File: config.mk
export PLATFORM = sky130hd
export DESIGN_NAME = control_unit
export DESIGN_NICKNAME = d
export VERILOG_FILES = /design/src/rtl/core_pkg.sv /design/src/rtl/control_unit_alu_decoder.sv /design/src/rtl/control_unit.sv
export SDC_FILE = /design/constraint.sdc
export NUM_CORES = 1
export LEC_CHECK = 0
export CORE_UTILIZATION = 24
export CTS_BUF_LIST = sky130_fd_sc_hd__clkbuf_2 sky130_fd_sc_hd__clkbuf_4 sky130_fd_sc_hd__clkbuf_8
export CTS_CLUSTER_DIAMETER = 30
export DETAILED_ROUTE_END_ITERATION = 8
export PLACE_DENSITY_LB_ADDON = 0.1
export SYNTH_ARGS = -nofsm -noshare
export SYNTH_HDL_FRONTEND = slang
export SYNTH_SLANG_ARGS = --single-unit
File: constraint.sdc
create_clock -name clk -period 0.8 [get_ports clk]
set_input_delay 0.16 -clock clk [delete_from_list [all_inputs] [get_ports clk]]
set_output_delay 0.16 -clock clk [all_outputs]
set_load 0.05 [all_outputs]
File: src/rtl/core_pkg.sv
// Shared decode types for the core: opcodes, ALU/immediate/result encodings.
// CU_ILLEGAL_DETECT_EN adds an illegal-instruction flag to the control bundle.
package core_pkg;

  localparam logic [2:0] OP_A = 3'b000;
  localparam logic [2:0] OP_B = 3'b001;
  localparam logic [2:0] OP_C = 3'b010;
  localparam logic [2:0] OP_D = 3'b011;
  localparam logic [2:0] OP_F = 3'b100;
  localparam logic [2:0] OP_E = 3'b101;
  localparam logic [2:0] OP_G = 3'b110;
  localparam logic [2:0] OP_H = 3'b111;

  localparam logic [2:0] BR_EQ  = 3'b000;
  localparam logic [2:0] BR_NE  = 3'b001;
  localparam logic [2:0] BR_LT  = 3'b100;
  localparam logic [2:0] BR_GE  = 3'b101;
  localparam logic [2:0] BR_LTU = 3'b110;
  localparam logic [2:0] BR_GEU = 3'b111;

  typedef enum logic [3:0] {
    ALU_ADD   = 4'b0000,
    ALU_SUB   = 4'b0001,
    ALU_AND   = 4'b0010,
    ALU_OR    = 4'b0011,
    ALU_XOR   = 4'b0100,
    ALU_SLL   = 4'b0101,
    ALU_SRL   = 4'b0110,
    ALU_SRA   = 4'b0111,
    ALU_SLT   = 4'b1000,
    ALU_SLTU  = 4'b1001,
    ALU_PASSB = 4'b1010
  } alu_ctrl_e;

  typedef enum logic [3:0] {
    IMM_NONE = 4'b0000,
    IMM_I    = 4'b0001,
    IMM_S    = 4'b0010,
    IMM_B    = 4'b0011,
    IMM_U    = 4'b0100,
    IMM_J    = 4'b0101
  } imm_src_e;

  typedef enum logic [1:0] {
    RES_ALU = 2'b00,
    RES_MEM = 2'b01,
    RES_PC4 = 2'b10
  } result_src_e;

  typedef struct packed {
`ifdef CU_ILLEGAL_DETECT_EN
    logic        illegal_instr;
`endif
    logic        reg_write;
    logic        mem_write;
    logic        jump;
    logic        jump_cond;
    logic [2:0]  jump_cond_type;
    alu_ctrl_e   alu_control;
    logic        alu_src_op1;
    logic        alu_src_op2;
    logic        pc_target_src;
    imm_src_e    imm_src;
    result_src_e result_src;
  } ctrl_t;

endpackage

File: src/rtl/control_unit_alu_decoder.sv
// Maps major opcode, func3 and the alt bit to an ALU operation.
module alu_decoder
  import core_pkg::*;
(
  input  logic [2:0] op,
  input  logic [2:0] func3,
  input  logic       alt,
  output alu_ctrl_e  alu_control
);

  always_comb begin
    alu_control = ALU_ADD;
    unique case (op)
      OP_A, OP_B: begin
        unique case (func3)
          3'b000: alu_control = (alt && op == OP_A) ? ALU_SUB : ALU_ADD;
          3'b001: alu_control = ALU_SLL;
          3'b010: alu_control = ALU_SLT;
          3'b011: alu_control = ALU_SLTU;
          3'b100: alu_control = ALU_XOR;
          3'b101: alu_control = alt ? ALU_SRA : ALU_SRL;
          3'b110: alu_control = ALU_OR;
          3'b111: alu_control = ALU_AND;
        endcase
      end
      OP_F:    alu_control = ALU_SUB;
      OP_E:    alu_control = func3[0] ? ALU_ADD : ALU_PASSB;
      default: alu_control = ALU_ADD;
    endcase
  end

endmodule

File: src/rtl/control_unit.sv
// Main instruction decoder: combinational decode into one output register.
// CU_ILLEGAL_DETECT_EN adds the registered illegal_instr output.
module control_unit
  import core_pkg::*;
(
  input  logic        clk,
  input  logic        rst_n,
  input  logic        stall,
  input  logic        flush,
  input  logic [2:0]  op,
  input  logic [2:0]  func3,
  input  logic [10:0] func11,
  output logic        reg_write,
  output logic        mem_write,
  output logic        jump,
  output logic        jump_cond,
  output logic [2:0]  jump_cond_type,
  output logic [3:0]  alu_control,
  output logic        alu_src_op1,
  output logic        alu_src_op2,
  output logic        pc_target_src,
  output logic [3:0]  imm_src,
`ifdef CU_ILLEGAL_DETECT_EN
  output logic        illegal_instr,
`endif
  output logic [1:0]  result_src
);

  alu_ctrl_e alu_op;
  ctrl_t     dec;
  ctrl_t     ctrl_d;
  ctrl_t     ctrl_q;

  alu_decoder u_alu_dec (
    .op          (op),
    .func3       (func3),
    .alt         (func11[10]),
    .alu_control (alu_op)
  );

`ifdef CU_ILLEGAL_DETECT_EN
  logic ill;
  assign ill = (op == OP_F && func3[2:1] == 2'b01) ||
               (op == OP_A && func11 != 11'h000 &&
                func11 != 11'h400);
`else
  logic unused_func11;
  assign unused_func11 = ^func11[9:0];
`endif

  always_comb begin
    dec = '0;
    dec.alu_control = alu_op;
    unique case (op)
      OP_A: dec.reg_write = 1'b1;
      OP_B: begin
        dec.reg_write   = 1'b1;
        dec.alu_src_op2 = 1'b1;
        dec.imm_src     = IMM_I;
      end
      OP_C: begin
        dec.reg_write   = 1'b1;
        dec.alu_src_op2 = 1'b1;
        dec.imm_src     = IMM_I;
        dec.result_src  = RES_MEM;
      end
      OP_D: begin
        dec.mem_write   = 1'b1;
        dec.alu_src_op2 = 1'b1;
        dec.imm_src     = IMM_S;
      end
      OP_F: begin
        dec.jump_cond      = 1'b1;
        dec.jump_cond_type = func3;
        dec.imm_src        = IMM_B;
      end
      OP_E: begin
        dec.reg_write   = 1'b1;
        dec.alu_src_op2 = 1'b1;
        dec.alu_src_op1 = func3[0];
        dec.imm_src     = IMM_U;
      end
      OP_G: begin
        dec.jump       = 1'b1;
        dec.reg_write  = 1'b1;
        dec.result_src = RES_PC4;
        dec.imm_src    = IMM_J;
      end
      OP_H: begin
        dec.jump          = 1'b1;
        dec.reg_write     = 1'b1;
        dec.result_src    = RES_PC4;
        dec.imm_src       = IMM_I;
        dec.alu_src_op2   = 1'b1;
        dec.pc_target_src = 1'b1;
      end
    endcase
`ifdef CU_ILLEGAL_DETECT_EN
    dec.illegal_instr = ill;
    if (ill) begin
      dec.reg_write = 1'b0;
      dec.mem_write = 1'b0;
      dec.jump      = 1'b0;
      dec.jump_cond = 1'b0;
    end
`endif
  end

  always_comb begin
    ctrl_d = dec;
    if (flush)      ctrl_d = '0;
    else if (stall) ctrl_d = ctrl_q;
  end

  always_ff @(posedge clk or negedge rst_n) begin
    if (!rst_n) ctrl_q <= '0;
    else        ctrl_q <= ctrl_d;
  end

  assign reg_write      = ctrl_q.reg_write;
  assign mem_write      = ctrl_q.mem_write;
  assign jump           = ctrl_q.jump;
  assign jump_cond      = ctrl_q.jump_cond;
  assign jump_cond_type = ctrl_q.jump_cond_type;
  assign alu_control    = ctrl_q.alu_control;
  assign alu_src_op1    = ctrl_q.alu_src_op1;
  assign alu_src_op2    = ctrl_q.alu_src_op2;
  assign pc_target_src  = ctrl_q.pc_target_src;
  assign imm_src        = ctrl_q.imm_src;
  assign result_src     = ctrl_q.result_src;
`ifdef CU_ILLEGAL_DETECT_EN
  assign illegal_instr  = ctrl_q.illegal_instr;
`endif

endmodule

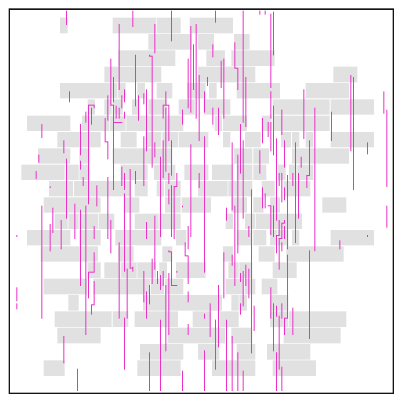
Figure 1: the metal 2 layer.
(6 px per um)
- share of all routed wire: 50%
- longest straight run: 27.2 um
- wire length on this layer: 1200 um
- main direction: vertical
- nets with wire on the layer: 142

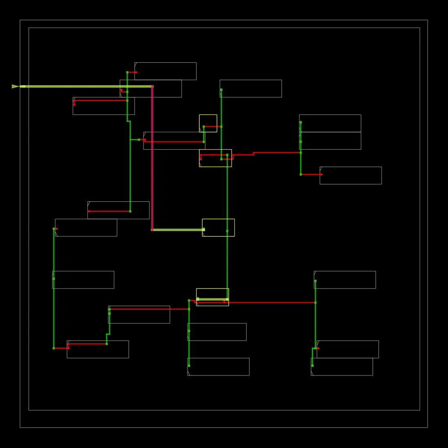
Figure 2: the clock network.
clock group power: 694 uW
clock skew: 0 ns
seq_cells: 18

==> metrics.csv <==
metric,value,unit
status,"complete, but fails checks",
failing checks,negative setup slack,
Top Family by Delay on Critical Path,flip-flops,
post_cts resized,35,
Synth top cell by count,dfrtp_1,
setup tns final,-3.910,ns
crit path to,jump,
f_max,980.7,MHz
Seq pwr share,41.7,%
cell internal pwr,1685,uW
setup repair after global routing missed its margin,true,
chip area,4067,um^2
# diodes,0,
final core occ,50.00,%
"area leader, netlist",dfrtp_1,
I/O pin count,41,
Async SR Flop Fraction,100.0,%
CP max stage cell,dfrtp_2,
total number of yosys warnings,0,
most frequent cells in the layout,"buf_12 (21), buf_4 (18), dfrtp_2 (17), nor2_1 (10), buf_6 (9)",
Root Buffer,clkbuf_8,
max reg flops,4,
setup violators final,25,
Yosys chip area,915.9,um^2
OpenROAD warning count,39,
PwrDens,1290,nW/um^2
clock transition at the registers of the reported paths,0.07,ns
worst hold slack,0.2411,ns
combinational share of power,29.0,%
Die H,63.78,um
Mapped Area,915.9,um^2
largest net degree at the start of global routing,19,
reg2reg path depth,3,
crit path from,result_src[1]$_DFFE_PN0P_,
Floorplan Nets,118,
DRC,0,
CTS Buf Count,3,
MaxCap Viol Count,0,
Die Width,63.78,um
Lkg Pwr,0.0007767,uW
Buffers & Inverters on Critical Path,1,
DR vias,877,
CP required,0.64,ns
H-tree depth,1,
Commonest Layout Cell,buf_12,
site row count,22,
layout cell share with drive strength beyond 1,61.33,%
WL final,2384,um
Hold Path Class,primary input to asynchronous set/reset pin,
Max VDD drop,0.0006117,V
CP Class,flop to output port,
CP endpoint kind,output port,
Yosys cell types,31,
Total Power,2362,uW
grt total ovfl,0,
"Setup Fix Bufs, Post-CTS",7,
routed len/inst,12.04,um
Final Hold Violation Tally,0,
Sw Share,28.65,%
core footprint,3661,um^2
layout overhead on the synthesized area,99.86,%
cell area after placement,1617,um^2
placed cells,183,
Worst Setup Start Kind,flop,
syn_area_per_cell,9.442,um^2
Routability Congestion,0.7397,
final worst path period need,1.020,ns
Antenna Nets Post-Route,0,
Max Root-Sink Buffers,2,
"slowest stage delay, CP",0.45,ns
First-pass DRT Iterations,4,
clock power share,29.4,%
Starting DRT DRC Count,16,
I/O Buffers,29,
worst-skew pair later-pin latency,0.25,ns
post-route worst setup slack,-0.2197,ns
Syn Inst Count,97,
Max Slew Vio Count,0,
R2R Path End,alu_control[3]$_DFFE_PN0P_,
Setup WS pre-CTS,-0.6045,ns
"Seq share, synth",49.18,%
Nets,172,
# clock sinks,18,
post-detailed-route via-to-cell ratio,4.429,
worst r2r src,alu_control[3]$_DFFE_PN0P_,
crit-path cells,buf_12,
crit path DAT,0.86,ns
Final Cycle Share,127.5,%
internal reg-to-reg setup slack,-0.05,ns
critical path depth,1,
Yosys Instances,97,
top_reg_cell synth,dfrtp_1,
fillers,351,
number of global-route vias before repair,945,
Sw Pwr,676.8,uW
CP max FO,3,
CTS tree,done,
Post-synth regs,18,
starting density of the core,25.02,%
number of enable flip-flop cells,0,
Layout Cells excl Fill,198,
fin area,1831,um^2
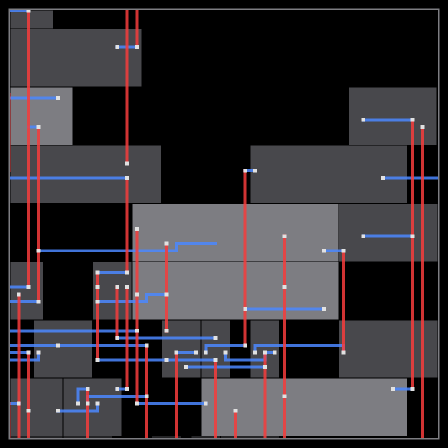
Figure 3: a small window of the routed layout.
Window x 38 to 58, y 38 to 58 um. Cells in grey, sequential cells in the stronger grey; small squares are vias.
- red: met2
- blue: met1
- cells with their middle in the window: 16
- most frequent: buf_12 (5), dfrtp_2 (3)
- netlist names of flops here include: alu_control (2), imm_src (1)
- sequential cells in the window: 3

==> cells by family after synthesis <==
family	after synthesis	share of synthesized area (%)
simple gates	43	25.82
compound gates	25	17.76
flops	18	49.18
buf+inv	9	5.873
xor+xnor	1	0.9565
other cells	1	0.4094
==> layer usage <==
layer	track usage (%)	share of wire, %	vias to the layer above
li1	-	-	438
met3	2.143	2.6	2
met4	5.966	0.92	0
met5	0	0	-
met2	22.07	50	15
met1	17.28	46	422
==> power by group through the flow <==
| stage | clock network [uW] | registers (uW) | logic, uW |
|---|---|---|---|
| after CTS | 711 | 984 | 663 |
| after detailed placement | 0 | 1000 | 619 |
| after global placement | 0 | 1000 | 616 |
| final | 694 | 984 | 684 |
| after global routing | 751 | 988 | 732 |
| after floorplan | 0 | 1090 | 190 |
==> layout make-up <==
type / instances / area [um^2] / area share, %
timing repair buffer: 57 / 763.2 / 41.70
multi-input combinational: 70 / 483.0 / 26.38
sequential: 18 / 471.7 / 25.77
tap: 48 / 60.06 / 3.281
clock buffer: 4 / 48.80 / 2.666
inverter: 1 / 3.754 / 0.2051
==> worst min-delay path by stage <==
stage                                      from                         end  slack, ns  cells after the start
final                                     rst_n     alu_src_op2$_DFFE_PN0P_       0.24                      2
after global routing                      rst_n       jump_cond$_DFFE_PN0P_       0.25                      2
after CTS                                 rst_n     alu_src_op2$_DFFE_PN0P_       0.24                      2
after detailed placement                  rst_n       jump_cond$_DFFE_PN0P_       0.52                      2
after global placement    jump_cond$_DFFE_PN0P_       jump_cond$_DFFE_PN0P_       0.51                      1
after floorplan                           rst_n  alu_control[0]$_DFFE_PN0P_      -0.14                      0
No activity file was given, so power comes from the tool's default toggle rates.
